Figure 1. Layout detail (run 1).
Region (48, 9) to (68, 29) um. Cells in gray, sequential cells in the stronger gray; small squares are vias.
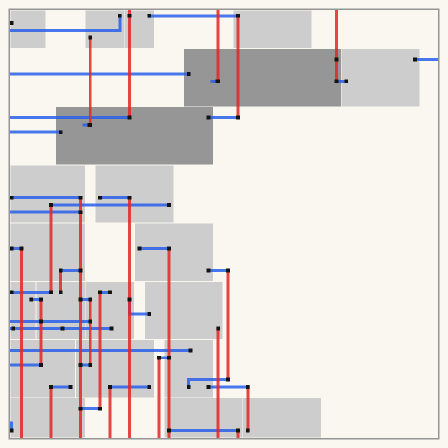
Figure 2. Metal layers overlaid (run 1).
(4 px per um)
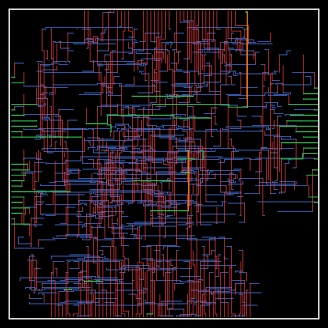
Figure 3. Congestion heat map (run 1).
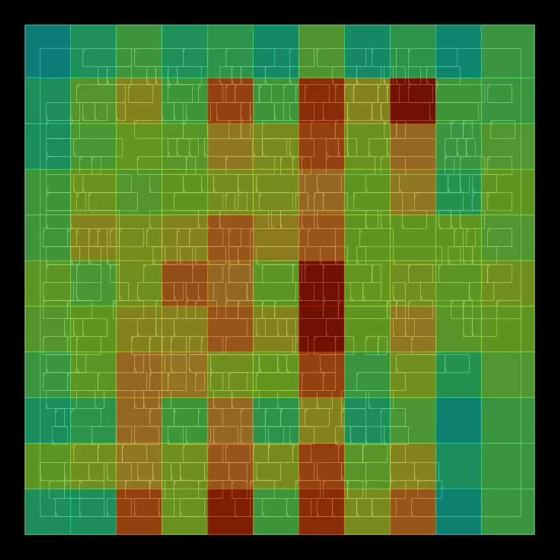
[src/rtl/rf_sweeper.sv]
// rf_sweeper: port-side controller for the dual-port register file.
// Forwards host writes to port A while idle, zero-fills every entry through
// port A, and streams every entry read through port B out over valid/ready.
module rf_sweeper #(
    parameter int DATA_W = 24,
    parameter int ADDR_W = 5,
    parameter int DEPTH  = 32,
    parameter int RD_LAT = 1
) (
    input  logic              clk,
    input  logic              rst,
    input  logic              host_we,
    input  logic [ADDR_W-1:0] host_addr,
    input  logic [DATA_W-1:0] host_din,
    input  logic              start_clear,
    input  logic              start_dump,
    output logic              busy,
    output logic              done,
    output logic              wea,
    output logic [ADDR_W-1:0] addra,
    output logic [DATA_W-1:0] dina,
    output logic [ADDR_W-1:0] addrb,
    input  logic [DATA_W-1:0] doutb,
    output logic              out_valid,
    input  logic              out_ready,
    output logic [ADDR_W-1:0] out_addr,
    output logic [DATA_W-1:0] out_data
);

    localparam int CNT_W = (RD_LAT > 1) ? $clog2(RD_LAT) : 1;
    localparam logic [ADDR_W-1:0] LAST_ADDR = ADDR_W'(DEPTH - 1);

    typedef enum logic [2:0] {
        S_IDLE    = 3'd0,
        S_CLR     = 3'd1,
        S_RD_ADDR = 3'd2,
        S_RD_WAIT = 3'd3,
        S_OUT     = 3'd4,
        S_DONE    = 3'd5
    } state_t;

    state_t              state_q, state_d;
    logic [ADDR_W-1:0]   ptr_q, ptr_d;
    logic [CNT_W-1:0]    cnt_q, cnt_d;
    logic [ADDR_W-1:0]   addrb_q, addrb_d;
    logic [ADDR_W-1:0]   oaddr_q, oaddr_d;
    logic [DATA_W-1:0]   odata_q, odata_d;

    // State and datapath registers; reset abandons any operation in flight.
    always_ff @(posedge clk) begin
        if (rst) begin
            state_q <= S_IDLE;
            ptr_q   <= '0;
            cnt_q   <= '0;
            addrb_q <= '0;
            oaddr_q <= '0;
            odata_q <= '0;
        end else begin
            state_q <= state_d;
            ptr_q   <= ptr_d;
            cnt_q   <= cnt_d;
            addrb_q <= addrb_d;
            oaddr_q <= oaddr_d;
            odata_q <= odata_d;
        end
    end

    // Next-state logic: sequencing of clear and dump, pointer and read capture.
    always_comb begin
        state_d = state_q;
        ptr_d   = ptr_q;
        cnt_d   = cnt_q;
        addrb_d = addrb_q;
        oaddr_d = oaddr_q;
        odata_d = odata_q;
        unique case (state_q)
            S_IDLE: begin
                if (start_clear) begin
                    ptr_d   = '0;
                    state_d = S_CLR;
                end else if (start_dump) begin
                    ptr_d   = '0;
                    addrb_d = '0;
                    state_d = S_RD_ADDR;
                end
            end
            S_CLR: begin
                // Stop by compare on the last entry rather than relying on wrap.
                if (ptr_q == LAST_ADDR) begin
                    state_d = S_DONE;
                end else begin
                    ptr_d = ptr_q + ADDR_W'(1);
                end
            end
            S_RD_ADDR: begin
                cnt_d   = CNT_W'(RD_LAT - 1);
                state_d = S_RD_WAIT;
            end
            S_RD_WAIT: begin
                if (cnt_q == '0) begin
                    odata_d = doutb;
                    oaddr_d = ptr_q;
                    state_d = S_OUT;
                end else begin
                    cnt_d = cnt_q - CNT_W'(1);
                end
            end
            S_OUT: begin
                if (out_ready) begin
                    if (ptr_q == LAST_ADDR) begin
                        state_d = S_DONE;
                    end else begin
                        // addrb moves only here so it is stable RD_ADDR..OUT.
                        ptr_d   = ptr_q + ADDR_W'(1);
                        addrb_d = ptr_q + ADDR_W'(1);
                        state_d = S_RD_ADDR;
                    end
                end
            end
            S_DONE: begin
                state_d = S_IDLE;
            end
            default: begin
                state_d = S_IDLE;
            end
        endcase
    end

    // Output logic: port A is host-driven in IDLE and pointer-driven in CLR.
    always_comb begin
        wea       = 1'b0;
        addra     = '0;
        dina      = '0;
        busy      = (state_q != S_IDLE);
        done      = (state_q == S_DONE);
        out_valid = (state_q == S_OUT);
        unique case (state_q)
            S_IDLE: begin
                // A start command in the same cycle takes priority over the write.
                wea   = host_we & ~start_clear & ~start_dump;
                addra = host_addr;
                dina  = host_din;
            end
            S_CLR: begin
                wea   = 1'b1;
                addra = ptr_q;
                dina  = '0;
            end
            default: begin
                wea = 1'b0;
            end
        endcase
    end

    assign addrb    = addrb_q;
    assign out_addr = oaddr_q;
    assign out_data = odata_q;

endmodule
[config.mk]
export PLATFORM = sky130hd
export DESIGN_NAME = rf_sweeper
export DESIGN_NICKNAME = d
export VERILOG_FILES = /design/src/rtl/rf_sweeper.sv
export SDC_FILE = /design/constraint.sdc
export NUM_CORES = 1
export LEC_CHECK = 0
export CORE_MARGIN = 2
export CORE_UTILIZATION = 38
export CTS_BUF_LIST = sky130_fd_sc_hd__clkbuf_2 sky130_fd_sc_hd__clkbuf_4 sky130_fd_sc_hd__clkbuf_8
export CTS_CLUSTER_DIAMETER = 120
export DETAILED_ROUTE_END_ITERATION = 16
export HOLD_SLACK_MARGIN = 0.06
export PLACE_DENSITY = 0.85
export SLEW_MARGIN = 10
export SYNTH_ARGS = -nofsm -noshare
export SYNTH_HDL_FRONTEND = slang
export SYNTH_SLANG_ARGS = --single-unit
[constraint.sdc]
create_clock -name clk -period 2.6 [get_ports clk]
set_clock_uncertainty 0.1 [all_clocks]
set_input_delay 0.52 -clock clk [delete_from_list [all_inputs] [get_ports clk]]
set_output_delay 0.52 -clock clk [all_outputs]
set_load 0.02 [all_outputs]
==> reports/results.txt, run 1 <==
Status -> finished clean
Top cells by area -> dfxtp_1 42%, nand2_1 13%, a21oi_1 10%
Placed Instance Area -> 0.003341 mm2
Max Fclk -> 391.2 MHz
Antenna Violating Nets Remaining -> 0
Setup slack, reg-to-reg -> 0.34 ns
Yosys cell types -> 37
Rel. slew slack -> 0.2107
Area grow syn2layout -> 71.65%
Post-synth seq share -> 0.4151
Cells after Synth -> 264
Worst Path Max Fanout -> 27
Slew Limit Fails -> 0
Layout cells sized above 1 -> 0.07254
Minimum clock period -> 2.556 ns
P per Cell Area -> 510.6 mW/mm2
Clock group -> 0.514 mW
Internal -> 1.254 mW
H-tree depth -> 2
TritonCTS clock tree -> done
Yosys Chip Area -> 0.002026 mm2
Metal-1 WL -> 2692 um
Initial Util -> 0.3941
Syn avg cell area -> 7.673 um2
Comb pwr -> 0.588 mW
Core area -> 0.005140 mm2
P_seq -> 0.673 mW
# nets final -> 446
Worst r2r path cells -> 5
Sequential share of power -> 0.379
CP Data Arrival Time -> 1.94 ns
Drt pass-1 iters -> 4
Hold Buf Count CTS -> 0
Post-route clock period utilization -> 0.9831
Critical path data required time -> 1.98 ns
Worst-path clk slew -> 0.07 ns
Worst setup margin -> 0.04393 ns
GRT Max-Usage Layer -> met2
Pre-CTS WS -> 0.1341 ns
Peak supply drop -> 344.2 uV
Clock buffer count from CTS -> 5
Worst Hold End -> addrb[0]
Tool warning count -> 27
Initial antenna violation count -> 0
Total power -> 1.775 mW
Post-synth top flop -> dfxtp_1
Post-synth EDFFs -> 0
# setup viols final -> 0
Placed Cells incl. Taps -> 448
Hold_sp -> addrb[0]
Latency at later pin -> 0.28 ns
Mapped Area -> 0.002026 mm2
Gate power share -> 0.331
Fillers -> 432
DR vias -> 2225
Vias in the first global route -> 2118
Max_cap viols -> 0
Top cell area share -> 0.4151
Routability-driven placement congestion ratio -> 0.8405
Unrepaired setup endpoints after global routing -> true
CP endpoint -> dina[9]
Switch share -> 0.2934
Yosys warning count -> 0
Final WL -> 6127 um
Die height -> 77.01 um
DRC -> 0
Die outline width -> 77.01 um
Non-Filler Instances -> 456
Syn_nets -> 325
Yosys Instances -> 264
Met2 WL -> 3111 um
Core Util, Final -> 0.6765
Design area -> 0.003477 mm2
Via density -> 4.879
Reg2reg start -> state_q[0]
Slew @ Worst Pin -> 1.183 ns
Clock power share -> 0.290
First-pass GRT wire length -> 10030 um
TritonCTS Sinks -> 42
Ys async rst share -> 0
Top layer reached by signal wires -> met4
Synthesized registers -> 42
Final hold vios -> 0
Setup Crit Path Kind -> reg2out
Startpoint types -> flop
Global-route usage over all layers -> 0.2008
1st-iter DRT viols -> 72
Notes on Figure 1 above:
Key: red = metal 2; blue = metal 1
Most frequent: clkdlybuf4s50_1 (12), and3_1 (4), dfxtp_1 (2). Sequential cells in the window: 2. 21 logic cells have their middle in the window. Netlist names of flops here include addrb (2).

Notes on Figure 2 above:
Key: orange = metal 4 [wire length 38.8 um]; green = metal 3 [wire length 285 um]; red = metal 2 [wire length 3110 um]; blue = metal 1 [wire length 2690 um]

Notes on Figure 3 above:
GRT met1 Usage: 0.2529
M3 GR Usage: 0.03882
met2 Use GR: 0.3588

==> run 1: kinds of logic (layout without fill, tap and decap cells) <==
logic type               count (synthesis)  count (layout)  share of synthesized area
AND/OR/NAND/NOR                        136             136                     0.3292
AND-OR/OR-AND                           52              52                     0.1482
flip-flops                              42              42                     0.4151
buffers and inverters                   24             146                    0.05744
multiplexers                             5               5                    0.02471
XOR/XNOR                                 3               3                    0.01297
adder cells (fa/ha/maj)                  2               2                    0.01235
==> run 1: cells in the mapped netlist (3+ instances only) <==
master,n
buf_2,6
nand3_1,4
nor2_1,15
and3_1,25
nand2_1,68
nand4_1,4
mux2i_1,5
o21ai_0,3
a21oi_1,42
dfxtp_1,42
nand2b_1,3
nor3_1,3
clkbuf_1,12
==> run 1: area by class of cell <==
class                   count  area [um2]  share of cell area
clock buffers               6       76.32             0.02195
inverters                   2       7.507            0.002159
clock inverters             2       37.54             0.01080
repair buffers            136        1351              0.3886
multi-input cells         198        1076              0.3095
flip-flops and latches     42       840.8              0.2418
well taps                  70       87.58             0.02519
==> run 1: cells in the final DEF (no fill, tap or decap), types with 2 or more instances in the layout <==
cell,instances
nand2_1,68
nand4_1,4
o21ai_0,3
nand3b_1,2
xnor2_1,2
clkdlybuf4s50_1,118
nor2_1,14
nand3_1,4
nor3b_1,2
dlymetal6s2s_1,7
nor3_1,3
ha_1,2
a21oi_1,42
nand2b_1,3
or2_2,2
dfxtp_1,42
clkbuf_8,5
inv_1,2
nand4b_1,2
buf_4,11
and3_1,25
mux2i_1,5
==> run 1: worst max-delay path, cell delays in order (launching register included) <==
cell             delay (ns)
dfxtp_1                0.35
nor2_4                 0.46
and3_1                 0.23
clkdlybuf4s50_1        0.61
==> run 1: registers in the layout (all words and copies together) (netlist names) <==
name	count
out_data	24
addrb	5
out_addr	5
state_q	3
ptr_q	5
Figure 4. Sequential cells grouped by signal name (run 1).
(6 px per um) Other sequential cells in the stronger gray, the rest of the logic in the fainter gray.
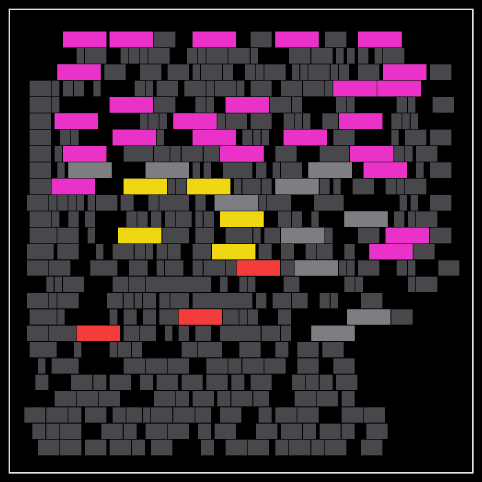

## Run 2: what changed since run 1
--- a/config.mk
+++ b/config.mk
@@ -5,13 +5,14 @@
 export SDC_FILE = /design/constraint.sdc
 export NUM_CORES = 1
 export LEC_CHECK = 0
-export CORE_MARGIN = 2
-export CORE_UTILIZATION = 38
+export ABC_AREA = 1
+export CORE_MARGIN = 5
+export CORE_UTILIZATION = 35
 export CTS_BUF_LIST = sky130_fd_sc_hd__clkbuf_2 sky130_fd_sc_hd__clkbuf_4 sky130_fd_sc_hd__clkbuf_8
 export CTS_CLUSTER_DIAMETER = 120
 export DETAILED_ROUTE_END_ITERATION = 16
 export HOLD_SLACK_MARGIN = 0.06
-export PLACE_DENSITY = 0.85
+export PLACE_DENSITY = 0.78
 export SLEW_MARGIN = 10
 export SYNTH_ARGS = -nofsm -noshare
 export SYNTH_HDL_FRONTEND = slang
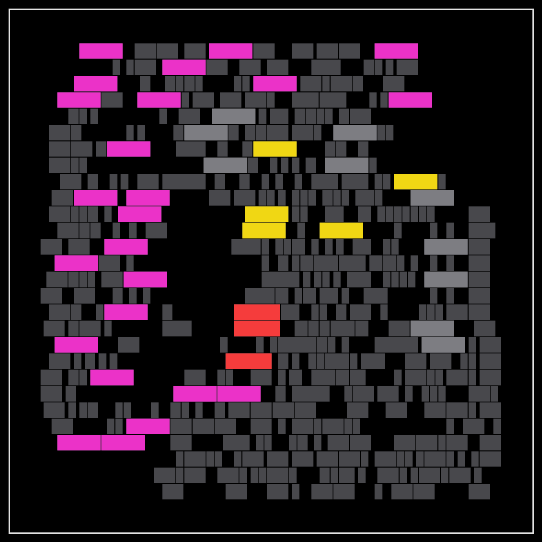
Figure 5: run 2, sequential cells grouped by signal name.
(6 px per um) Other sequential cells in the stronger gray, the rest of the logic in the fainter gray.
Key: magenta = out_data [placed flops 24]; yellow = ptr_q [placed flops 5, where middle]; red = state_q [placed flops 3]
Another 10 sequential cells are not colored.

==> run 2 against run 1 <==
Compared with the run above: flip-flop count unchanged; synthesized cell count is 16% higher; sequential power grew 35%; count of clock-buffer cells in the layout shrank 1; fmax is 5.1% higher; core utilization down 7.5 points; cell count grew 11%; register-to-register slack gained 0.53 ns; non-clock buffer count shrank 8; largest cell class unchanged.
==> reports/results.txt, run 2 <==
Startpoint types -> flop
Antenna Violating Nets Remaining -> 0
Synth Area in Compound Gates -> 0.1071
Worst Path Max Fanout -> 26
Core area -> 0.005851 mm2
Global-route usage over all layers -> 0.1677
Adder Share, Synth -> 0.01203
Syn avg cell area -> 6.774 um2
Via density -> 4.454
Fillers -> 535
Minimum clock period -> 2.433 ns
TritonCTS clock tree -> done
Commonest cells after routing, fill and taps aside -> 119 x clkdlybuf4s50_1, 103 x nor2_1, 39 x dfxtp_1, 36 x nand2_1, 34 x inv_1
Top cells by area -> dfxtp_1 40%, nor2_1 19%, o21ai_0 7.7%
Slew @ Worst Pin -> 0.5473 ns
Max Fclk -> 411.1 MHz
Status -> finished clean
First-pass GRT wire length -> 10160 um
Die outline width -> 87.08 um
Mapped Area -> 0.002079 mm2
DRC -> 0
Ys async rst share -> 0
Tool warning count -> 26
1st-iter DRT viols -> 92
Area grow syn2layout -> 69.13%
Post-synth EDFFs -> 0
Sequential share of power -> 0.249
Vias in the first global route -> 2135
MUX area fraction -> 0
Layout cells sized above 1 -> 0.09259
Unrepaired setup endpoints after global routing -> false
Synthesized registers -> 42
Synth top cell by count -> nor2_1
# nets final -> 492
Cells after Synth -> 307
Simple-Gate Area Share -> 0.3700
P per Cell Area -> 1035 mW/mm2
Initial Util -> 0.3554
Clock power share -> 0.117
Top cells by count, synth -> 103 x nor2_1, 42 x dfxtp_1, 36 x nand2_1, 34 x inv_1, 32 x o21ai_0
Syn_nets -> 368
Post-route clock period utilization -> 0.9356
Yosys cell types -> 29
Internal -> 1.974 mW
Worst r2r path cells -> 5
Drt pass-1 iters -> 4
Final WL -> 6308 um
Hold Buf Count CTS -> 0
Clock buffer count from CTS -> 5
[run 2: routing by layer]
metal	vias up	global-route usage	share of wire
li1	1184	-	-
met1	1010	0.1860	0.40
met2	57	0.3099	0.53
met3	7	0.04920	0.065
met4	0	0.04249	0.010
met5	-	0	0
[run 2: stage by stage]
step / area (um2) / total power, mW / worst slack [ns] / utilization / instances
finish: 3517 / 3.641 / 0.1674 / 0.6012 / 507
global route: 3517 / 3.908 / 0.06112 / 0.6012 / 507
CTS: 3502 / 3.687 / 0.02291 / 0.5986 / 507
detailed placement: 3412 / 3.248 / 0.1075 / 0.5832 / 499
global placement: 3412 / 3.211 / 0.1287 / 0.5832 / 499
floorplan: 2079 / 2.273 / 0.6721 / - / 307
[run 2: power groups by stage]
stage | Combinational [mW] | Sequential, mW | Clock [mW]
CTS | 2.34 | 0.906 | 0.442
global placement | 2.30 | 0.912 | 0
finish | 2.31 | 0.908 | 0.424
detailed placement | 2.33 | 0.919 | 0
global route | 2.51 | 0.930 | 0.468
floorplan | 1.24 | 1.04 | 0
[run 2: layout make-up]
type	instances	area [um2]	share of cell area
well taps	75	93.84	0.02668
repair buffers	128	1297	0.3689
flip-flops and latches	42	844.6	0.2401
multi-input cells	213	1035	0.2942
clock inverters	3	18.77	0.005336
inverters	41	158.9	0.04518
clock buffers	5	68.82	0.01957
[run 2: final timing paths]
kind | startpoint | to | slack [ns]
max reg2reg | state_q[2] | out_addr[1] | 0.87
min reg2reg | addrb[2] | addrb[2] | 0.38
min | addrb[2] | addrb[2] | 0.38
max | state_q[0] | dina[5] | 0.17
[run 2: worst max-delay path, cell delays in order (launching register included)]
cell	delay (ns)
dfxtp_2	0.37
inv_2	0.08
nand2_2	0.09
nor2_4	0.11
inv_4	0.12
nor2_1	0.14
clkdlybuf4s50_1	0.62
Power figures rest on the tool's default switching activity, not on a simulated workload.
